port_nets.png
(6 px per µm)
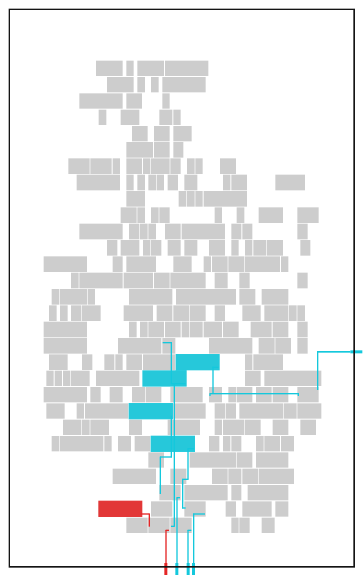
clock_map.png
(4 px per µm)
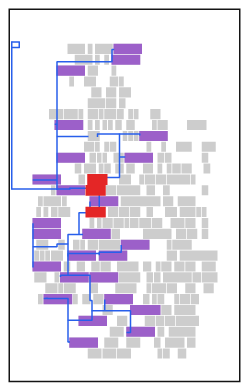
registers.png
(4 px per µm)
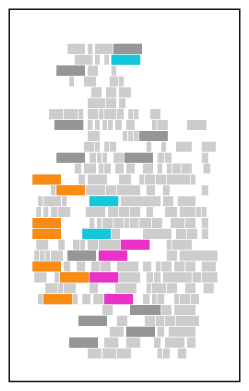
cell_classes.png
(4 px per µm)
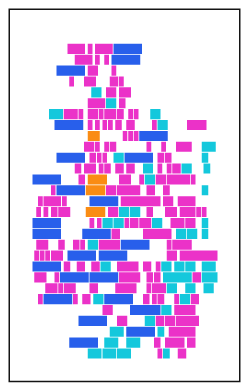
==> config.mk <==
export PLATFORM = sky130hd
export DESIGN_NAME = keypad_timer_sequencer
export DESIGN_NICKNAME = d
export VERILOG_FILES = /design/src/rtl/keypad_timer_sequencer.sv
export SDC_FILE = /design/constraint.sdc
export NUM_CORES = 1
export LEC_CHECK = 0
export CAP_MARGIN = 20
export CELL_PAD_IN_SITES_DETAIL_PLACEMENT = 0
export CELL_PAD_IN_SITES_GLOBAL_PLACEMENT = 1
export CORE_ASPECT_RATIO = 1.75
export CORE_MARGIN = 5
export CORE_UTILIZATION = 36
export DETAILED_ROUTE_END_ITERATION = 12
export PLACE_DENSITY = 0.84
export SYNTH_ARGS = -nofsm -noshare
export SYNTH_HDL_FRONTEND = slang
export SYNTH_SLANG_ARGS = --single-unit
==> constraint.sdc <==
create_clock -name clock -period 2.11 [get_ports clock]
set_input_delay 0.422 -clock clock [delete_from_list [all_inputs] [get_ports clock]]
set_output_delay 0.422 -clock clock [all_outputs]
set_load 0.01 [all_outputs]
==> Table 3: Implementation characteristics <==
Summary of implementation characteristics

Parameter                              Value

Run status
  Outcome    finished, final reports clean

Detailed routing
  Final routed DRC violation total    0
  Routed wire length on met3    106 µm
  Number of antenna-violating nets in the routed design    0
  Drt first-iter violations    23
  Via density per instance    5.286
  Metal1 wirelength    1377 µm
  Vias    1406
  Count of TritonRoute iterations in the first routing pass    5
  Sum of met2 wire segment lengths after detailed routing    2062 µm
  Overall routed net length    3671 µm
  Max layer used    met4
  Post-detailed-route wirelength per cell    13.80 µm

Synthesis
  Chip Area, Yosys    1406 µm²
  Top FF cell, synth    sky130_fd_sc_hd__dfxtp_1
  Area fraction of the dominant cell type after synthesis    0.3559
  Area of the mapped netlist    1406 µm²
  Synthesis Warnings    0
  Post-synth regs    25
  Share of synthesized registers carrying an async set or reset    0
  Library cell occupying the most area in the post-synthesis netlist    sky130_fd_sc_hd__dfxtp_1
  Cell count in the Yosys report    174
  Post-synth cell types    45
  Net count after synthesis    192
  Gate Count Post-Synth    174
  Average size of a mapped cell    8.082 µm²
  Ranking of synthesized cells by instance count    36 x sky130_fd_sc_hd__nor2_1, 25 x sky130_fd_sc_hd__dfxtp_1, 12 x sky130_fd_sc_hd__nand2_1
  Cell types occupying the most area after synthesis    sky130_fd_sc_hd__dfxtp_1 36%, sky130_fd_sc_hd__nor2_1 9.6%, sky130_fd_sc_hd__ha_1 4.4%
  Synth top cell by count    sky130_fd_sc_hd__nor2_1
  Post-synth EDFFs    0
  Share of the yosys chip area belonging to registers    0.3559

Layout
  Multi-input gate area    975.9 µm²
  Most frequent cells in the layout    32 x sky130_fd_sc_hd__nor2_1, 27 x sky130_fd_sc_hd__buf_4, 24 x sky130_fd_sc_hd__dfxtp_1, 11 x sky130_fd_sc_hd__nand2_1, 9 x sky130_fd_sc_hd__inv_1
  Number of non-filler instances in the completed layout    266
  Most numerous logic cell after layout    sky130_fd_sc_hd__nor2_1
  Layout fillers    377
  Layout-stage area growth over the synthesis result    41.10%
  Number of nets in the layout    237
  Flip-flop count of the largest register after layout    7
  Antenna diode count    0
  Ratio of cells with drive above 1 in the final layout    0.3394

Critical path
  Cell count of the worst reg-to-reg path    6
  Reg2reg setup slack    0.06 ns
  Worst Path Required    2.28 ns
  Kind of critical path    in -> reg
  Worst setup SP type    primary input
  Element type at the critical path end    register
  Worst endpoint data arrival time    2.24 ns
  Largest fanout on the critical path    7

GRT
  Antenna violations before repair    0
  Maximum number of pins on one net before global-route repair    17
  GRT Util Overall    0.1441
  Final global-route overflow total    0

Worst hold path
  Cells on Worst Hold Path    1
  Min-delay worst type    reg -> reg

Power
  LEAKAGE    0.7727 nW
  Ratio of total power to cell area    471.4 nW/µm²
  Post-layout total power    0.9354 mW
  Highest ir drop seen on vdd    0.4199 mV

Clocking
  Clock slew seen by the registers of the worst setup and hold paths    0.09 ns
  Buffer depth of the longest clock path    2
  Max H-tree Level    1
  CTS root buf    sky130_fd_sc_hd__clkbuf_8
  Clock tree from TritonCTS    done
  TritonCTS Sinks    25
  TritonCTS buffer count    3

Floorplanning
  Chip area    5305 µm²
  Horiz. Die Dim    57.25 µm
  Initial core utilization    0.3673
  Die height    92.68 µm

Job
  Max_cap viols    0
  Total number of warnings across the stage logs    29

STA
  Final hold violation count    0
  Max transition margin    0.7218
  RSZ-0062 raised after global routing    no
  Cycle use final    0.9823
  Shortest period the worst path allows    2.073 ns
  Max-slew violation total from the final report    0
  Worst Tran Pin Value    0.4168 ns
  Maximum frequency from static timing analysis    0.4825 GHz
  Number of failing setup endpoints in the final timing report    0

Placement
  Final weighted congestion in routability-driven placement    0.7712
  Dpl hpwl    2757 µm
  Post-placement cell count    257
Notes on port_nets.png above:
red -> `pgt`  # direction output, end cells 1, buffers 1, wire 9.50 µm
cyan -> `digit`  # direction output, end cells 4, buffers 4, wire 122 µm
number of input and output port buffers inserted: 18
top-level I/O count: 19

Notes on clock_map.png above:
purple -> flip-flops  # count 25
red -> cells driving clock nets  # count 3
blue -> clock wires  # length 292 µm
routed clock nets = 4
Fin Clk Skew: 0.007769 ns
clk ins delay skew pair: 0.27 ns

Notes on registers.png above:
magenta -> `digit`  # sequential cells 4
cyan -> `state`  # sequential cells 3
orange -> `div`  # sequential cells 7
not colored = 11
utilization after layout: 0.5183
sequential cell area share: 0.2528
FF+latch area: 501.7 µm²

Notes on cell_classes.png above:
orange -> clock drivers and dummy loads  # cells 4
blue -> flip-flops  # cells 25
magenta -> all other logic  # cells 144
cyan -> other buffers and delay cells  # cells 45
core area: 3829 µm²
row cnt: 30
final standard cell area without fillers: 1984 µm²

## worst max-delay path, stage by stage
cell and delay (ns):
sky130_fd_sc_hd__buf_4 0.14, sky130_fd_sc_hd__or4b_4 0.55, sky130_fd_sc_hd__a21boi_4 0.19, sky130_fd_sc_hd__nor3_4 0.08, sky130_fd_sc_hd__a2111oi_4 0.37, sky130_fd_sc_hd__o22ai_4 0.16
sky130_fd_sc_hd__mux2_4 0.31
## logic make-up (layout without fill, tap and decap cells)
logic type,count (synthesis),in the layout,share of synthesized area
simple gates,91,91,0.3327
compound gates,28,28,0.1504
flops,25,25,0.3559
buf+inv,15,59,0.04625
fa+ha+maj,5,5,0.04448
xor+xnor,5,5,0.03114
mux,5,5,0.03914
## repair_timing
item	4_1_cts	5_1_grt
setup buffers	4	2
endpoints found under the hold margin	0	0
setup endpoints to repair	12	7
gates resized	51	14
hold buffers	0	0
pin swaps	15	11
## layout make-up
type,count,area share
inverter,10,0.01892
tap,48,0.03026
clock buffer,3,0.02081
sequential,25,0.2528
timing repair buffer,45,0.1810
multi-input combinational,134,0.4918
clock inverter,1,0.004414
## through the flow
stage	setup WS, ns	hold slack (ns)	setup TNS (ns)	cell area (µm²)
final	0.03743	0.4521	0	1984
after global routing	0.008054	0.4801	0	1984
after CTS	0.0007285	0.4563	0	1959
after detailed placement	-0.6701	0.4427	-6.958	1799
after global placement	-0.6411	0.4341	-6.680	1799
after floorplan	-0.01707	0.4176	-0.06827	1421
## routing by layer
metal	up-vias	GRT usage
met1	659	0.1449
met2	39	0.2767
met5	-	0
met3	12	0.01953
met4	0	0.07157
li1	696	-
## where the power goes
part / internal, mW / switching, mW
sequential: 0.480 / 0.0108
clock: 0.138 / 0.156
combinational: 0.0741 / 0.0769
total: 0.692 / 0.243
No activity file was given, so power comes from the tool's default toggle rates.
